--- src/rtl/exec_trace_monitor.sv ---
// Execution trace monitor: holds a core in reset, then records one trace entry per run cycle
// into a circular buffer until the core halts (PC self-loop) or the cycle budget runs out.
module exec_trace_monitor #(
  parameter int unsigned PC_W        = 5,
  parameter int unsigned INST_W      = 16,
  parameter int unsigned DMA_W       = 4,
  parameter int unsigned DMD_W       = 8,
  parameter int unsigned DEPTH       = 16,
  parameter int unsigned RST_CYCLES  = 2,
  parameter int unsigned MAX_CYCLES  = 50,
  parameter int unsigned HALT_REPEAT = 3
) (
  input  logic                                  clk,
  input  logic                                  reset,
  output logic                                  core_reset,
  input  logic [PC_W-1:0]                       curr_inst_addr,
  input  logic [PC_W-1:0]                       next_inst_addr,
  input  logic [INST_W-1:0]                     curr_inst,
  input  logic [DMA_W-1:0]                      addr_on_dm,
  input  logic [DMD_W-1:0]                      data_on_dm,
  input  logic                                  rd_en,
  output logic [PC_W+INST_W+DMA_W+DMD_W-1:0]    rd_data,
  output logic                                  rd_valid,
  output logic [$clog2(DEPTH):0]                count,
  output logic                                  overflow,
  output logic [15:0]                           cycle_cnt,
  output logic                                  done,
  output logic                                  timeout
);

  localparam int unsigned EW  = PC_W + INST_W + DMA_W + DMD_W;
  localparam int unsigned AW  = $clog2(DEPTH);
  localparam int unsigned CW  = AW + 1;
  localparam int unsigned HCW = (RST_CYCLES > 1) ? $clog2(RST_CYCLES) : 1;
  localparam int unsigned HRW = $clog2(HALT_REPEAT + 1);

  typedef enum logic [1:0] {StHold, StRun, StDone, StTimeout} state_e;

  state_e           state_q, state_d;
  logic [HCW-1:0]   hold_cnt_q, hold_cnt_d;
  logic [HRW-1:0]   halt_cnt_q, halt_cnt_d;
  logic [15:0]      cycle_cnt_q, cycle_cnt_d;

  logic [EW-1:0]    mem [DEPTH];
  logic [AW-1:0]    wr_ptr_q, rd_ptr_q;
  logic [CW-1:0]    count_q;
  logic             overflow_q;
  logic             rd_valid_q;
  logic [EW-1:0]    rd_data_q;

  logic             push, pop, full;
  logic [EW-1:0]    entry;

  // State register
  always_ff @(posedge clk) begin
    if (reset) begin
      state_q     <= StHold;
      hold_cnt_q  <= '0;
      halt_cnt_q  <= '0;
      cycle_cnt_q <= '0;
    end else begin
      state_q     <= state_d;
      hold_cnt_q  <= hold_cnt_d;
      halt_cnt_q  <= halt_cnt_d;
      cycle_cnt_q <= cycle_cnt_d;
    end
  end

  // Next-state logic; halt is tested before the budget so it wins a tie.
  always_comb begin
    state_d     = state_q;
    hold_cnt_d  = hold_cnt_q;
    halt_cnt_d  = halt_cnt_q;
    cycle_cnt_d = cycle_cnt_q;
    unique case (state_q)
      StHold: begin
        if (hold_cnt_q == HCW'(RST_CYCLES - 1)) begin
          state_d = StRun;
        end else begin
          hold_cnt_d = hold_cnt_q + HCW'(1);
        end
      end
      StRun: begin
        cycle_cnt_d = cycle_cnt_q + 16'd1;
        halt_cnt_d  = (next_inst_addr == curr_inst_addr) ? halt_cnt_q + HRW'(1) : '0;
        if (halt_cnt_d == HRW'(HALT_REPEAT)) begin
          state_d = StDone;
        end else if (cycle_cnt_d == 16'(MAX_CYCLES)) begin
          state_d = StTimeout;
        end
      end
      default: ;
    endcase
  end

  // Outputs
  always_comb begin
    core_reset = (state_q != StRun);
    done       = (state_q == StDone);
    timeout    = (state_q == StTimeout);
    cycle_cnt  = cycle_cnt_q;
    count      = count_q;
    overflow   = overflow_q;
    rd_valid   = rd_valid_q;
    rd_data    = rd_data_q;
  end

  assign entry = {curr_inst_addr, curr_inst, addr_on_dm, data_on_dm};
  assign push  = (state_q == StRun);
  assign pop   = rd_en && (count_q != '0);
  assign full  = (count_q == CW'(DEPTH));

  // Storage carries no reset; validity is tracked by the pointers and count.
  always_ff @(posedge clk) begin
    if (push) begin
      mem[wr_ptr_q] <= entry;
    end
  end

  // Reading the old slot on the same edge as the write lets a full pop+push return the oldest.
  always_ff @(posedge clk) begin
    if (reset) begin
      wr_ptr_q   <= '0;
      rd_ptr_q   <= '0;
      count_q    <= '0;
      overflow_q <= 1'b0;
      rd_valid_q <= 1'b0;
      rd_data_q  <= '0;
    end else begin
      rd_valid_q <= pop;
      if (pop) begin
        rd_data_q <= mem[rd_ptr_q];
      end
      if (push) begin
        wr_ptr_q <= wr_ptr_q + AW'(1);
      end
      if (pop || (push && full)) begin
        rd_ptr_q <= rd_ptr_q + AW'(1);
      end
      if (push && !pop) begin
        if (full) begin
          overflow_q <= 1'b1;
        end else begin
          count_q <= count_q + CW'(1);
        end
      end else if (pop && !push) begin
        count_q <= count_q - CW'(1);
      end
    end
  end

endmodule

--- config.mk ---
export PLATFORM = sky130hd
export DESIGN_NAME = exec_trace_monitor
export DESIGN_NICKNAME = d
export VERILOG_FILES = /design/src/rtl/exec_trace_monitor.sv
export SDC_FILE = /design/constraint.sdc
export NUM_CORES = 1
export LEC_CHECK = 0
export ABC_AREA = 1
export CAP_MARGIN = 20
export CORE_MARGIN = 8
export CORE_UTILIZATION = 55
export DETAILED_ROUTE_END_ITERATION = 6
export PLACE_DENSITY = 0.76
export SETUP_SLACK_MARGIN = 0.4
export SLEW_MARGIN = 20
export SYNTH_ARGS = -nofsm -noshare
export SYNTH_HDL_FRONTEND = slang
export SYNTH_SLANG_ARGS = --single-unit
--- constraint.sdc ---
create_clock -name clk -period 3 [get_ports clk]
set_input_delay 0.6 -clock clk [delete_from_list [all_inputs] [get_ports clk]]
set_output_delay 0.6 -clock clk [all_outputs]
set_load 0.01 [all_outputs]
Run 1, logic cells by family:
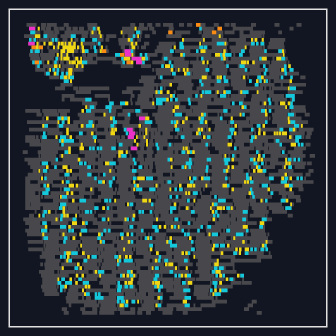
- aoi and oai cells: cyan (cells 491; where spread over the die)
- nand cells: yellow (cells 458; most used nand3_1; where spread over the die)
- xor and xnor cells: orange (cells 10; most used xor2_1)
- fa/ha/maj cells: magenta (cells 11; most used ha_1)

Run 1, placement by cell class:
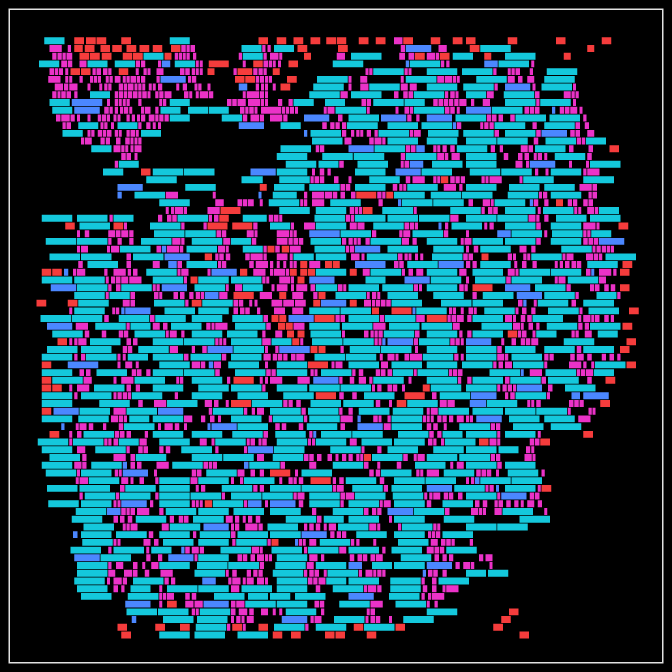
- remaining buffers and delay cells: red (cells 160)
- remaining logic cells: magenta (cells 1377)
- clock drivers and dummy loads: blue (cells 108)
- sequential cells: cyan (cells 597)

==> results.toml, run 1 <==
# implementation run metrics
[finish]
drive_gt1_frac = 0.1084
largest_class = "sequential cells"
seq-cell-share = 0.6008
fin_nets = 2246
final-nonclk-buf-share = 0.05810
logic_area_mm2 = 0.005823
n_all_buffers = 160
diodes = 1
lay_top_count = "edfxtp_1"
layout_top_cells = "edfxtp_1, inv_1, nand3_1"
inv_count = 351
stdcell_count = 2843
final-clk-cell-share = 0.06616
final_core_util = 0.6340
syn_to_final_growth_pct = 14.19
seq_area_mm2 = 0.01725
flop-count = 597
final_area_mm2 = 0.02871
logic_gates = 1026
largest_reg_flops = 528
nClkBuffers = 82

[logic_synthesis]
syn_inst = 2103
fp_nets = 2155
top_cell = "edfxtp_1"
synth-edff-count = 528
avgSynthCellArea_um2 = 11.95
ff_type = "edfxtp_1"
netlist.top_cell.by_area = "edfxtp_1"
ys_sh_aoi = 0.1274
synth.top_cells.by_count = "edfxtp_1, inv_1, nand3_1, nand2_1"
ys_async_sr_fraction = 0
ys_cells = 2103
area_leaders = "edfxtp_1, dfxtp_1, inv_1"
synth-seq-cells = 597
synthXorXnorAreaFrac = 0.003484
yosysSeqAreaShare = 0.6856
synth.distinct_cells = 34
synthSimpleGateAreaFrac = 0.09023
logic_family = "AND-OR/OR-AND gates"
synth.cell_area_mm2 = 0.02514
ys_sh_adder = 0.005773
mux_area_frac = 0

[worst_setup_path]
path_depth = 5
crit_top_cell = "inv_1"
worstReg2RegStart = "state_q[0]"
required_ns = 2.40
rr_worst_depth = 6
path_cells = "inv_1 -> nor2_1 -> inv_1 -> buf_8 -> dlygate4sd2_1"
worstPathMaxFanout = 28
cp_top_family = "buffers and inverters"
crit_slowest_cell = "dfxtp_1"
r2r_setup_slack_ns = 0.68
worstPathArrival_ns = 1.77
r2r-end = "mem[0][26]"
max_stage_delay_ns = 0.38
worstSetupPathType = "register to output port"
setup.worst_path.end = "core_reset"
path_buffers = 4
startpoint = "state_q[0]"
endpoint_kind = "output port"

[min_path]
hold_path.class = "register to register"
min_from = "hold_cnt_q"
min_to = "hold_cnt_q"
whs_path_depth = 2

[drt]
firstDrtPassIters = 5
ant_nets = 0
routed-wl-met3_mm = 4.051
met2WireLength_mm = 27.33
drt_iter0_drc = 1394
vias = 16035
via_per_inst = 5.640
drc = 0
avgRoutedWirePerCell_um = 19.76
wl_mm = 56.19
wl_met1_mm = 22.77

[power]
p_clk_frac = 0.320
leakagePower_nw = 10.39
p_per_area_mw_per_mm2 = 785.7
pg_clk_mw = 7.23
pg_comb_mw = 5.48
p_int_mw = 15.75
seq_power_share = 0.436
top_power_group = "registers"
combPwrFrac = 0.243
irDropWorstVdd_uv = 542.4
p_seq_mw = 9.84
p_sw_mw = 6.802

[clock_network]
clockBufferDepth = 3
root_buffer = "clkbuf_16"
clkSlewWorstSetupHoldPaths_ns = 0.06
cts_setup_buffers = 0
insertion_delay_ns = 0.63
post_cts_resized = 3
cts_htree_levels = 2
tritoncts = "built"
cts-hold-fix-buffers = 0
cts_buffers = 58

[timing]
maxClockFrequency_mhz = 421.6
setup_viol_count_final = 0
setup_ws_ns = 0.6279
timing.final.crit_share = 0.7907
skew_ns = 0.02756
drv_slew = 0
finalHoldViolCount = 0
rsz0062_at_grt = "no"
fin_hold_ws_ns = 0.4575
tightest_slew_ns = 0.9791
maxSlewHeadroom = 0.3473

[placed_design]
dp_slack_ns = 0.3591
numPortBuffers = 99
dp_hpwl_mm = 32.41
gp_routability_congestion = 0.8491

[global_route]
grt_use_total = 0.2090
grt_overflow_total = 0
met1_usage = 0.2694
grt-busiest-layer = "met2"
antenna_found_initial = 1
grt_use_met3 = 0.03472
grt_max_degree = 83
first_global_vias = 15862
grt_pass1_wl_mm = 87.48

[floorplanning]
num_rows = 78
taps = 600
die_x_um = 229.8
core_area_mm2 = 0.04528
fp_util = 0.5552

[run_status]
status = "complete, no violations"

[job]
cap_viol_max_count = 0
warnings = 31
Run 1, sequential cells coloured by netlist name:
Other sequential cells in the stronger grey, the rest of the logic in the fainter grey.
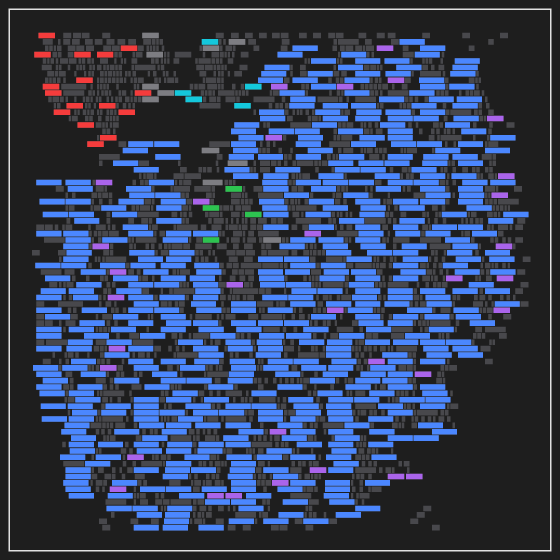
- count: cyan (sequential cells 5)
- cycle_cnt: red (sequential cells 16; where upper left)
- wr_ptr_q: green (sequential cells 4)
- rd_data: purple (sequential cells 33; where spread over the die)
- mem: blue (sequential cells 528; where spread over the die)
- not coloured: 11

==> inputs of run 2 (changes only) <==
==> constraint.sdc (replaced) <==
create_clock -name clk -period 2 [get_ports clk]
set_input_delay 0.4 -clock clk [delete_from_list [all_inputs] [get_ports clk]]
set_output_delay 0.4 -clock clk [all_outputs]
set_load 0.01 [all_outputs]
Run 2, sequential cells coloured by netlist name:
Other sequential cells in the stronger grey, the rest of the logic in the fainter grey.
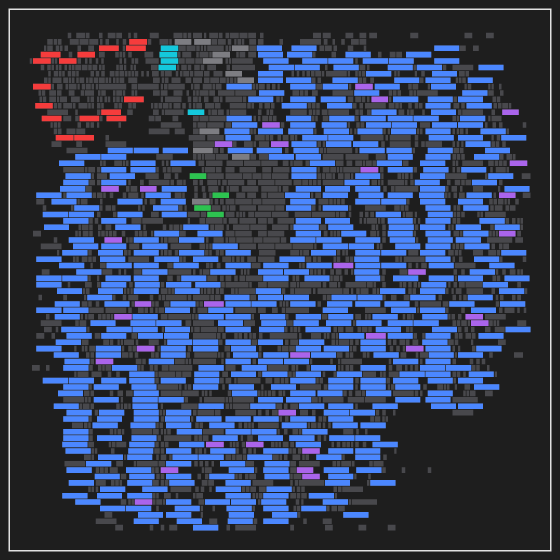
- wr_ptr_q: green (sequential cells 4)
- count: cyan (sequential cells 5)
- cycle_cnt: red (sequential cells 16; where upper left)
- rd_data: purple (sequential cells 33; where spread over the die)
- mem: blue (sequential cells 528; where spread over the die)

Run 2, placement by cell class:
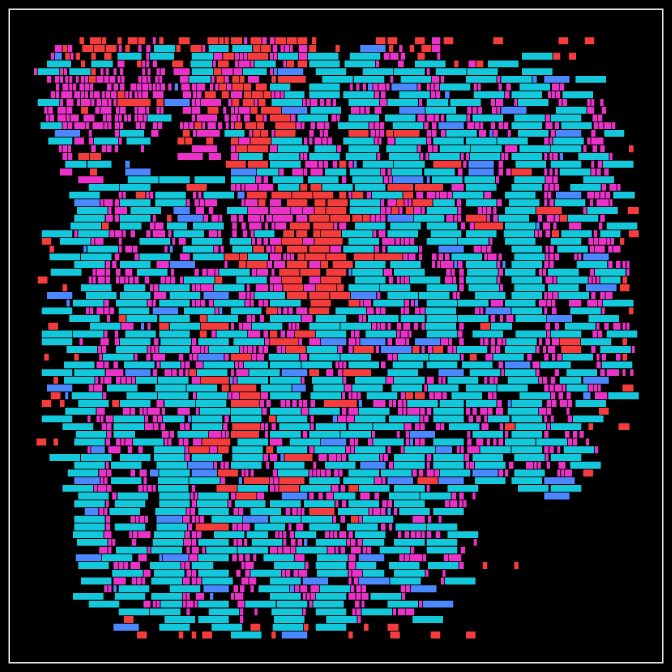
- clock drivers and dummy loads: blue (cells 109)
- remaining buffers and delay cells: red (cells 277)
- sequential cells: cyan (cells 597)
- remaining logic cells: magenta (cells 1377)
Seq area share: 0.5601
Core ar.: 0.04528 mm^2

==> results.toml, run 2 <==
# implementation run metrics
[run_status]
status = "finished, violations left"
violations = "setup timing"

[finish]
inv_count = 351
seq_area_mm2 = 0.01734
final_area_mm2 = 0.03096
logic_gates = 1026
final_core_util = 0.6838
lay_top_count = "edfxtp_1"
stdcell_count = 2962
syn_to_final_growth_pct = 23.16
nClkBuffers = 79
final-clk-cell-share = 0.06138
logic_area_mm2 = 0.006181
layout_top_cells = "edfxtp_1, inv_1, nand3_1"
drive_gt1_frac = 0.2195
diodes = 2
largest_class = "sequential cells"
flop-count = 597
largest_reg_flops = 528
n_all_buffers = 277
final-nonclk-buf-share = 0.1118
fin_nets = 2363

[job]
warnings = 33
cap_viol_max_count = 0

[global_route]
grt_pass1_wl_mm = 97.69
antenna_found_initial = 5
grt-busiest-layer = "met2"
grt_use_total = 0.2386
grt_use_met3 = 0.04839
first_global_vias = 16830
grt_overflow_total = 0
grt_max_degree = 66
met1_usage = 0.3032

[drt]
met2WireLength_mm = 32.01
wl_mm = 66.81
drc = 0
ant_nets = 0
firstDrtPassIters = 5
vias = 17322
routed-wl-met3_mm = 6.537
wl_met1_mm = 25.06
via_per_inst = 5.848
avgRoutedWirePerCell_um = 22.56
drt_iter0_drc = 2089

[logic_synthesis]
area_leaders = "edfxtp_1, dfxtp_1, inv_1"
synth.distinct_cells = 34
top_area_frac = 0.6307
synth.cell_area_mm2 = 0.02514
fp_nets = 2155
synth-seq-cells = 597
top_cell = "edfxtp_1"
synth.top_cells.by_count = "edfxtp_1, inv_1, nand3_1, nand2_1"
ff_type = "edfxtp_1"
avgSynthCellArea_um2 = 11.95
yosysSeqAreaShare = 0.6856
ys_async_sr_fraction = 0
ys_sh_aoi = 0.1274
ys_sh_adder = 0.005773
ys_cells = 2103
synth-edff-count = 528
netlist.top_cell.by_area = "edfxtp_1"
mux_area_frac = 0
yosys_warnings = 0
synthXorXnorAreaFrac = 0.003484
logic_family = "AND-OR/OR-AND gates"
syn_inst = 2103
synthSimpleGateAreaFrac = 0.09023

[worst_setup_path]
endpoint_kind = "register"
rr_worst_depth = 13
worstPathMaxFanout = 7
path_depth = 13
worstReg2RegStart = "count[2]"
startpoint = "count[2]"
crit_top_cell = "buf_4"
setup.worst_path.end = "rd_data[20]"
crit_slowest_cell = "dfxtp_2"
r2r_setup_slack_ns = -0.11
required_ns = 2.52
max_stage_delay_ns = 0.32
worstSetupPathType = "register to register"
cp_top_family = "buffers and inverters"
r2r-end = "rd_data[20]"
worstPathArrival_ns = 2.63
path_cells = "nor2_1 -> nand2_1 -> o21ai_2 -> inv_2 -> buf_4 -> buf_4 -> buf_4 -> buf_6 -> buf_12 -> buf_12 -> clkbuf_16 -> o211ai_1 -> inv_1"
path_buffers = 9

[clock_network]
post_cts_resized = 341
clock-sinks = 597
clkSlewWorstSetupHoldPaths_ns = 0.06
cts_htree_levels = 2
cts-hold-fix-buffers = 0
root_buffer = "clkbuf_16"
clockBufferDepth = 3
cts_buffers = 58
tritoncts = "built"
cts_setup_buffers = 34
insertion_delay_ns = 0.62

[power]
p_per_area_mw_per_mm2 = 1172
pg_clk_mw = 10.9
total_power_mw = 36.29
irDropWorstVdd_uv = 982.9
seq_power_share = 0.402
p_seq_mw = 14.6
p_int_mw = 25.05
combPwrFrac = 0.296
p_sw_mw = 11.24
p_clk_frac = 0.301
pg_comb_mw = 10.8
top_power_group = "registers"
leakagePower_nw = 11.46

[timing]
setup_ws_ns = -0.1148
rsz0062_at_grt = "yes"
tightest_slew_ns = 0.5695
drv_slew = 0
setup_viol_count_final = 28
maxClockFrequency_mhz = 472.9
fin_hold_ws_ns = 0.4671
timing.final.crit_share = 1.057
finalHoldViolCount = 0
maxSlewHeadroom = 0.6192
skew_ns = 0.02601

[placed_design]
gp_routability_congestion = 0.8363
place_area_mm2 = 0.02753
dp_slack_ns = -0.2131
dp_hpwl_mm = 33.23
numPortBuffers = 99

[floorplanning]
fp_util = 0.5552
num_rows = 78
taps = 600
die_x_um = 229.8

[min_path]
min_from = "hold_cnt_q"
whs_path_depth = 2
min_to = "hold_cnt_q"
hold_path.class = "register to register"
